===== src/rtl/dmas_chnl_frontend.sv =====
// DMAS/DAS channel front-end: sign/magnitude split of signed RF samples with valid/ready
// flow control, frame markers and per-pixel zero-flush. Optional sat_cnt via DMAS_SAT_CNT_EN.
`timescale 1ns/1ps
module dmas_chnl_frontend #(
  parameter int DW        = 16,
  parameter int CHANNELS  = 128,
  parameter int CH_BITS   = 8,
  parameter int PIXELS    = 1,
  parameter int PIX_BITS  = 1,
  parameter int FLUSH_LEN = 5
) (
  input  logic                clk,
  input  logic                rst,
  input  logic                start,
  input  logic                mode,
  input  logic [DW-1:0]       in_data,
  input  logic                in_valid,
  output logic                in_ready,
  output logic [DW-1:0]       out_mag,
  output logic [1:0]          out_sign,
  output logic                out_valid,
  input  logic                out_ready,
  output logic                out_sof,
  output logic                out_eof,
  output logic                out_flush,
  output logic [PIX_BITS-1:0] out_pixel,
  output logic                busy,
  output logic                done
`ifdef DMAS_SAT_CNT_EN
  ,
  output logic [CH_BITS+PIX_BITS-1:0] sat_cnt
`endif
);

  localparam int FL_BITS = (FLUSH_LEN > 1) ? $clog2(FLUSH_LEN) : 1;
  localparam logic [CH_BITS-1:0]  CH_LAST  = CH_BITS'(CHANNELS - 1);
  localparam logic [PIX_BITS-1:0] PIX_LAST = PIX_BITS'(PIXELS - 1);
  localparam logic [FL_BITS-1:0]  FL_LAST  = FL_BITS'((FLUSH_LEN > 0) ? FLUSH_LEN - 1 : 0);
  localparam logic [DW-1:0]       MOST_NEG = {1'b1, {(DW-1){1'b0}}};
  localparam logic [DW-1:0]       MOST_POS = {1'b0, {(DW-1){1'b1}}};
  localparam logic [1:0]          SIGN_POS = 2'b01;
  localparam logic [1:0]          SIGN_NEG = 2'b11;

  typedef enum logic [1:0] {IDLE, RUN, FLUSH, LAST} state_t;

  state_t                state_reg, state_next;
  logic [CH_BITS-1:0]    ch_cnt_reg, ch_cnt_next;
  logic [PIX_BITS-1:0]   pix_cnt_reg, pix_cnt_next;
  logic [FL_BITS-1:0]    fl_cnt_reg, fl_cnt_next;
  logic                  mode_reg, mode_next;
  logic [DW-1:0]         mag_reg, mag_next;
  logic [1:0]            sign_reg, sign_next;
  logic                  valid_reg, valid_next;
  logic                  sof_reg, sof_next;
  logic                  eof_reg, eof_next;
  logic                  flush_reg, flush_next;
  logic [PIX_BITS-1:0]   pixel_reg, pixel_next;
  logic                  done_reg, done_next;

  logic                  adv;
  logic                  xfer;
  logic [DW-1:0]         neg_data;
  logic [DW-1:0]         smp_mag;
  logic [1:0]            smp_sign;
  logic                  sat_hit;

  assign adv      = out_ready || !valid_reg;
  assign in_ready = adv && (state_reg == RUN);
  assign xfer     = in_valid && in_ready;
  assign neg_data = ~in_data + 1'b1;
  assign sat_hit  = !mode_reg && (in_data == MOST_NEG);

  // The most-negative code has no positive twin, so it clamps to the largest magnitude.
  always_comb begin
    smp_mag  = in_data;
    smp_sign = SIGN_POS;
    if (!mode_reg && in_data[DW-1]) begin
      smp_sign = SIGN_NEG;
      smp_mag  = (in_data == MOST_NEG) ? MOST_POS : neg_data;
    end
  end

  always_comb begin
    state_next   = state_reg;
    ch_cnt_next  = ch_cnt_reg;
    pix_cnt_next = pix_cnt_reg;
    fl_cnt_next  = fl_cnt_reg;
    mode_next    = mode_reg;
    mag_next     = mag_reg;
    sign_next    = sign_reg;
    valid_next   = valid_reg;
    sof_next     = sof_reg;
    eof_next     = eof_reg;
    flush_next   = flush_reg;
    pixel_next   = pixel_reg;
    done_next    = 1'b0;

    // Once the current word is gone, the register empties unless something reloads it below.
    if (adv) begin
      valid_next = 1'b0;
      mag_next   = '0;
      sign_next  = SIGN_POS;
      sof_next   = 1'b0;
      eof_next   = 1'b0;
      flush_next = 1'b0;
    end

    case (state_reg)
      IDLE: begin
        if (start) begin
          state_next   = RUN;
          mode_next    = mode;
          ch_cnt_next  = '0;
          pix_cnt_next = '0;
          fl_cnt_next  = '0;
        end
      end
      RUN: begin
        if (xfer) begin
          valid_next  = 1'b1;
          mag_next    = smp_mag;
          sign_next   = smp_sign;
          sof_next    = (ch_cnt_reg == '0);
          eof_next    = (ch_cnt_reg == CH_LAST);
          flush_next  = 1'b0;
          pixel_next  = pix_cnt_reg;
          ch_cnt_next = ch_cnt_reg + 1'b1;
          if (ch_cnt_reg == CH_LAST) begin
            ch_cnt_next = '0;
            fl_cnt_next = '0;
            if (FLUSH_LEN > 0) begin
              state_next = FLUSH;
            end else if (pix_cnt_reg == PIX_LAST) begin
              state_next = LAST;
            end else begin
              pix_cnt_next = pix_cnt_reg + 1'b1;
            end
          end
        end
      end
      FLUSH: begin
        if (adv) begin
          valid_next  = 1'b1;
          flush_next  = 1'b1;
          pixel_next  = pix_cnt_reg;
          fl_cnt_next = fl_cnt_reg + 1'b1;
          if (fl_cnt_reg == FL_LAST) begin
            fl_cnt_next = '0;
            if (pix_cnt_reg == PIX_LAST) begin
              state_next = LAST;
            end else begin
              state_next   = RUN;
              pix_cnt_next = pix_cnt_reg + 1'b1;
            end
          end
        end
      end
      LAST: begin
        if (adv) begin
          done_next  = 1'b1;
          state_next = IDLE;
        end
      end
      default: state_next = IDLE;
    endcase
  end

  always_ff @(posedge clk or negedge rst) begin
    if (!rst) begin
      state_reg <= IDLE;
    end else begin
      state_reg <= state_next;
    end
  end

  always_ff @(posedge clk or negedge rst) begin
    if (!rst) begin
      ch_cnt_reg  <= '0;
      pix_cnt_reg <= '0;
      fl_cnt_reg  <= '0;
      mode_reg    <= 1'b0;
      mag_reg     <= '0;
      sign_reg    <= SIGN_POS;
      valid_reg   <= 1'b0;
      sof_reg     <= 1'b0;
      eof_reg     <= 1'b0;
      flush_reg   <= 1'b0;
      pixel_reg   <= '0;
      done_reg    <= 1'b0;
    end else begin
      ch_cnt_reg  <= ch_cnt_next;
      pix_cnt_reg <= pix_cnt_next;
      fl_cnt_reg  <= fl_cnt_next;
      mode_reg    <= mode_next;
      mag_reg     <= mag_next;
      sign_reg    <= sign_next;
      valid_reg   <= valid_next;
      sof_reg     <= sof_next;
      eof_reg     <= eof_next;
      flush_reg   <= flush_next;
      pixel_reg   <= pixel_next;
      done_reg    <= done_next;
    end
  end

`ifdef DMAS_SAT_CNT_EN
  logic [CH_BITS+PIX_BITS-1:0] sat_cnt_reg, sat_cnt_next;

  always_comb begin
    sat_cnt_next = sat_cnt_reg;
    if (state_reg == IDLE && start) begin
      sat_cnt_next = '0;
    end else if (xfer && sat_hit && (sat_cnt_reg != '1)) begin
      sat_cnt_next = sat_cnt_reg + 1'b1;
    end
  end

  always_ff @(posedge clk or negedge rst) begin
    if (!rst) begin
      sat_cnt_reg <= '0;
    end else begin
      sat_cnt_reg <= sat_cnt_next;
    end
  end

  assign sat_cnt = sat_cnt_reg;
`else
  logic unused_sat;
  assign unused_sat = sat_hit;
`endif

  assign out_mag   = mag_reg;
  assign out_sign  = sign_reg;
  assign out_valid = valid_reg;
  assign out_sof   = sof_reg;
  assign out_eof   = eof_reg;
  assign out_flush = flush_reg;
  assign out_pixel = pixel_reg;
  assign busy      = (state_reg != IDLE);
  assign done      = done_reg;

endmodule


===== config.mk =====
export PLATFORM = sky130hd
export DESIGN_NAME = dmas_chnl_frontend
export DESIGN_NICKNAME = d
export VERILOG_FILES = /design/src/rtl/dmas_chnl_frontend.sv
export SDC_FILE = /design/constraint.sdc
export NUM_CORES = 1
export LEC_CHECK = 0
export CAP_MARGIN = 40
export CORE_ASPECT_RATIO = 2
export CORE_UTILIZATION = 30
export CTS_CLUSTER_DIAMETER = 80
export CTS_CLUSTER_SIZE = 14
export DETAILED_ROUTE_END_ITERATION = 8
export SLEW_MARGIN = 40
export SYNTH_ARGS = -nofsm -noshare
export SYNTH_HDL_FRONTEND = slang
export SYNTH_SLANG_ARGS = --single-unit

===== constraint.sdc =====
create_clock -name clk -period 2.24 [get_ports clk]
set_clock_uncertainty 0.2 [all_clocks]
set_input_delay 0.448 -clock clk [delete_from_list [all_inputs] [get_ports clk]]
set_output_delay 0.448 -clock clk [all_outputs]
set_load 0.02 [all_outputs]

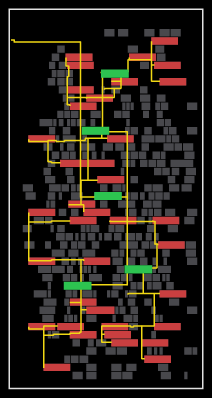
run_1/clock_wires.png
Scale: 3 px per um.
legend:
  flip-flops:
    colour: red
    count: 37
  clock-net drivers:
    colour: green
    count: 5
  clock wires:
    colour: yellow
    length: 568 um
routed clock nets: 6
flops lie: all over the die
Insertion Delay late pin: 280 ps
Clock Power: 0.000676 W
clock share of power: 33.8%

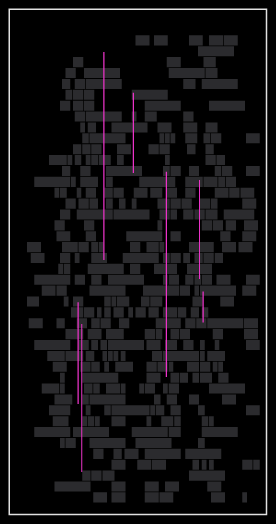
run_1/m4.png
Scale: 4 px per um.
share of all routed wire: 3.1%
main direction: vertical
wire length after detailed routing: 6970 um
number of vias in the routed layout: 2334

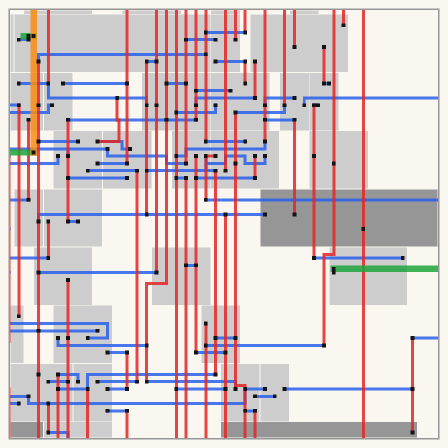
run_1/closeup.png
Window x 38 to 58, y 21 to 41 um. Cells in grey, sequential cells in the stronger grey; small squares are vias.
legend:
  M2:
    colour: red
  M4:
    colour: orange
  M1:
    colour: blue
  M3:
    colour: green
most frequent: buf_4 (4)
netlist names of flops here include: out_mag (1)
cells with their middle in the window: 26
sequential cells in the window: 1

-- run 1: worst min-delay path by stage --
stage / end / slack [ps] / start
finish: out_mag[0] / 8 / rst
global route: out_mag[0] / 60 / rst
detailed placement: out_eof / 270 / out_eof
floorplan: ch_cnt_reg[0] / -50 / rst
global placement: out_eof / 270 / out_eof
CTS: out_mag[0] / 30 / rst
-- run 1: cell usage after synthesis (2+ instances only) --
cell type	instances
a211o_1	2
a32o_1	2
and3_1	2
dfrtp_1	36
inv_1	13
nand3b_1	2
a31oi_1	2
mux2_2	3
nand4_1	7
ha_1	11
nand2_1	19
o311ai_0	2
or4_1	5
a22oi_1	7
a311o_1	2
a21oi_1	4
o211ai_1	7
o31ai_1	8
a22o_1	6
nor2b_1	3
or3_1	6
buf_4	2
clkbuf_1	9
nor2_1	14
nand3_1	10
nor3_1	8
and2_1	2
nand2b_1	5
a41oi_1	2
a32oi_1	4
nor3b_1	4
o21ai_0	14
mux2i_1	5
-- run 1: per-stage QoR --
step | hold WS (ps) | area, sq um | setup TNS [ps]
floorplan | -47.6 | 2300 | 0
global placement | 267 | 3210 | -2090
detailed placement | 274 | 3210 | -2350
CTS | 32.3 | 3350 | 0
global route | 56.6 | 3350 | 0
finish | 7.96 | 3350 | 0
-- run 1: cell families (layout without fill, tap and decap cells) --
| kind of cell | after synthesis | in the layout |
|---|---|---|
| mux | 8 | 8 |
| other cells | 1 | 1 |
| fa+ha+maj | 11 | 11 |
| simple gates | 94 | 94 |
| flops | 37 | 37 |
| xor+xnor | 1 | 1 |
| compound gates | 69 | 69 |
| buf+inv | 24 | 118 |
-- run 1: metal layers --
metal,vias to the layer above,part of all wire (%)
met5,-,0
met3,16,3.6
li1,1118,-
met1,1134,37
met4,0,3.1
met2,66,56
-- run 1: final cells by class --
type	instances	area [sq um]
sequential	37	927
clock inverter	1	5.00
multi-input combinational	184	1280
inverter	13	48.8
tap	92	115
fill	722	3970
clock buffer	7	133
timing repair buffer	97	837
-- run 1: power groups by stage --
stage	Clock, W	Combinational, W	Sequential (W)
floorplan	0	0.000195	0.000862
global placement	0	0.000491	0.000836
detailed placement	0	0.000497	0.000840
CTS	0.000693	0.000499	0.000828
global route	0.000731	0.000547	0.000841
finish	0.000676	0.000497	0.000829
-- run 1: timing repair --
action | 4_1_cts | 5_1_grt
resized | 2 | 3
endpoints found under the setup margin | 2 | 5
gates cloned | 0 | 0
setup buffers | 0 | 0
pin swaps | 0 | 0
==> results.yml, run 1 <==
# yosys + openroad results
run_status:
  run_status: "finished clean"
clocking:
  cts_tree: "built"
  clock_path_buffers: 2
  clk_pin_slew_worst_paths_ps: 60
synth:
  synth-edff-count: 0
  largest_area_cell: "dfrtp_1"
  ys_sh_aoi_pct: 22.1
  synth_area_in_xor_xnor_pct: 0.380
worst_setup_path:
  reg2regPathDepth: 6
  regToRegSetupSlack_ps: 140
  startpoint_type: "primary input"
  cp.buffers_inverters: 2
final_layout:
  finish.cell_count_without_fillers: 431
  largest_register_ffs: 16
  num-nets-final: 371
  area_growth_syn_to_layout_pct: 45.4
  layout_top_cell: "buf_4"
sta:
  fin_ws_ps: 62.5
  hold_violations: 0
  maximum_clock_frequency_mhz: 459
  setup_viol_count_final: 0
min_path:
  timing.hold.worst.class: "primary input to async pin"
grt:
  grt_util_all_layers_pct: 19.0
power:
  p_per_area_mw_per_mm2: 598
placement:
  placed_cells: 423
drt:
  number_of_design_rule_violations_left_by_the_first_detailed_router_iteration: 121
## Run 2: what changed since run 1
Settings changed: CORE_MARGIN from default to 3.
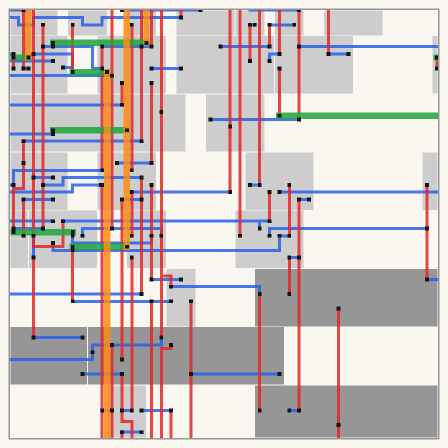
run_2/closeup.png
Window x 41 to 61, y 22 to 42 um. Cells in grey, sequential cells in the stronger grey; small squares are vias.
legend:
  M2:
    colour: red
  M1:
    colour: blue
  M4:
    colour: orange
  M3:
    colour: green
cells with their middle in the window: 17
netlist names of flops here include: out_mag (3)
sequential cells in the window: 3
most frequent: dfrtp_1 (3), o31ai_1 (2), a22o_1 (2)

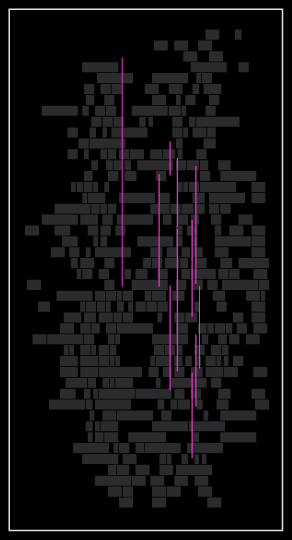
run_2/m4.png
Scale: 4 px per um.
longest straight run: 57.1 um
wire length on this layer: 284 um
nets with wire on the layer: 9
main direction: vertical
share of all routed wire: 4.0%
wire length after detailed routing: 7090 um
number of vias in the routed layout: 2379

==> run 2 against run 1 <==
  * Global-route usage decreased by 1.6 points
  * Design area increased by 1.8%
  * Critical path depth unchanged
  * Hold slack improved by 2.8 ps
  * Non-clock buffer count increased by 1
  * Synthesized area unchanged
  * Clock power increased by 38%
  * Power increased by 13%
  * Combinational power about the same
  * Worst setup slack got worse by 3.6 ps
  * Via count increased by 1.9%
  * First-iteration DRC count decreased by 22%
  * Largest cell class unchanged
  * Highest routed layer unchanged
==> results.yml, run 2 <==
# yosys + openroad results
sta:
  tns_ps: 0
  setup_viol_count_final: 0
  hold_violations: 0
  fin_ws_ps: 58.9
  maximum_clock_frequency_mhz: 458
  hold_ws_ps: 10.7
synth:
  top_cells_by_area: "dfrtp_1, ha_1, nand2_1"
  seq_area_frac_synth_pct: 40.2
  synth_nets: 278
  synth_flops: 37
  synthCells: 245
  synthMostInstantiatedCell: "dfrtp_1"
  synth-edff-count: 0
  largest_area_cell: "dfrtp_1"
  synth.top_cells.by_count: "dfrtp_1, nand2_1, nor2_1, o21ai_0, inv_1"
final_layout:
  largest_register_ffs: 16
  num-nets-final: 372
  area_growth_syn_to_layout_pct: 48.0
  layout_top_cell: "buf_4"
  fillerInstances: 757
drt:
  number_of_design_rule_violations_left_by_the_first_detailed_router_iteration: 94
placement:
  dp_hpwl_um: 5530
floorplan:
  core_rows: 44
  placeableCoreArea_sq_mm: 0.00738
  pre_placement_core_utilization_pct: 31.2
worst_setup_path:
  startpoint_type: "primary input"
  cp_class: "primary input to output port"
  critical_path.max_fanout: 2
  reg2regPathDepth: 7
clocking:
  clock_path_buffers: 2
  clock_tree.root_cell: "clkbuf_16"
  clk_pin_slew_worst_paths_ps: 60
  worst_skew_pair.late_latency_ps: 290
  htree_levels: 2
  cts_tree: "built"
power:
  p_per_area_mw_per_mm2: 662
grt:
  grt_util_all_layers_pct: 17.4
  global_route.overflow_total: 0
min_path:
  timing.hold.worst.class: "primary input to async pin"
run_status:
  run_status: "finished clean"
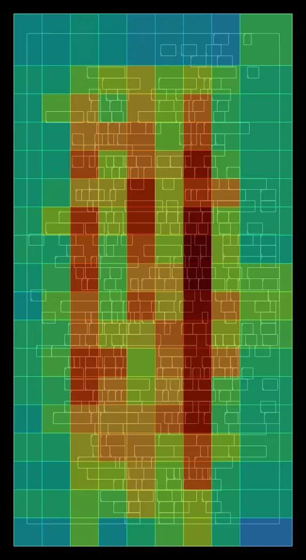
run_2/congestion_map.png
busiest layer in global routing: met2
routed wirelength normalized by instance count: 16.4 um
utilization after layout: 46.2%
grt met1 use: 16.4%

run 2: cell counts after synthesis:
No cell type changed its count.
run 2: metal layers:
metal | vias up | routed length, um
met4 | 0 | 283
met2 | 70 | 4050
met1 | 1165 | 2470
li1 | 1121 | -
met5 | - | 0
met3 | 23 | 286
run 2: area by class of cell:
type | count | area (sq um) | area share, %
repair buffers | 98 | 845 | 24.8
inverters | 13 | 48.8 | 1.43
multi-input cells | 184 | 1280 | 37.7
clock inverters | 3 | 65.1 | 1.91
clock buffers | 5 | 125 | 3.67
well taps | 92 | 115 | 3.38
flip-flops and latches | 37 | 927 | 27.2
run 2: where the power goes:
part / total [W] / internal, W / switching [W]
Clock: 0.000934 / 0.000636 / 0.000298
Sequential: 0.000823 / 0.000746 / 0.0000772
Combinational: 0.000500 / 0.000247 / 0.000253
run 2: cell families (layout without fill, tap and decap cells):
kind of cell             count (synthesis)  count (layout)  share of synthesized area [%]
multiplexers                             8               8                           3.64
adder cells (fa/ha/maj)                 11              11                           5.97
buffers and inverters                   24             119                           4.24
flip-flops                              37              37                           40.2
AND-OR/OR-AND                           69              69                           22.1
other                                    1               1                          0.163
XOR/XNOR                                 1               1                          0.380
AND/OR/NAND/NOR                         94              94                           23.3
run 2: worst paths after layout:
path / from / to / slack, ps
min in group clk: out_eof / out_eof / 280
worst max register to register: state_reg[1] / ch_cnt_reg[5] / 120
worst min-delay path: rst / out_mag[15] / 10
worst max-delay path: out_ready / in_ready / 60
max in group asynchronous: rst / out_sign[0] / 1440
worst min register to register: out_eof / out_eof / 280
run 2: critical path: stages:
cell and delay (ps):
clkdlybuf4s50_1 480, nand2b_1 160, and2_1 150, clkdlybuf4s15_1 300
run 2: what timing repair did:
| item | CTS | global route |
|---|---|---|
| buffers inserted | 0 | 2 |
| resized | 2 | 3 |
| pin swaps | 0 | 1 |
| cloned | 0 | 0 |
| setup endpoints to repair | 2 | 6 |
run 2: metrics by stage:
step | utilization (%) | instances | cell area [sq um]
finish | 46.2 | 432 | 3410
global route | 46.2 | 432 | 3410
CTS | 46.0 | 430 | 3390
detailed placement | 43.4 | 422 | 3200
global placement | 43.4 | 422 | 3200
floorplan | - | 245 | 2300
Power is estimated from default activity; no workload was simulated.
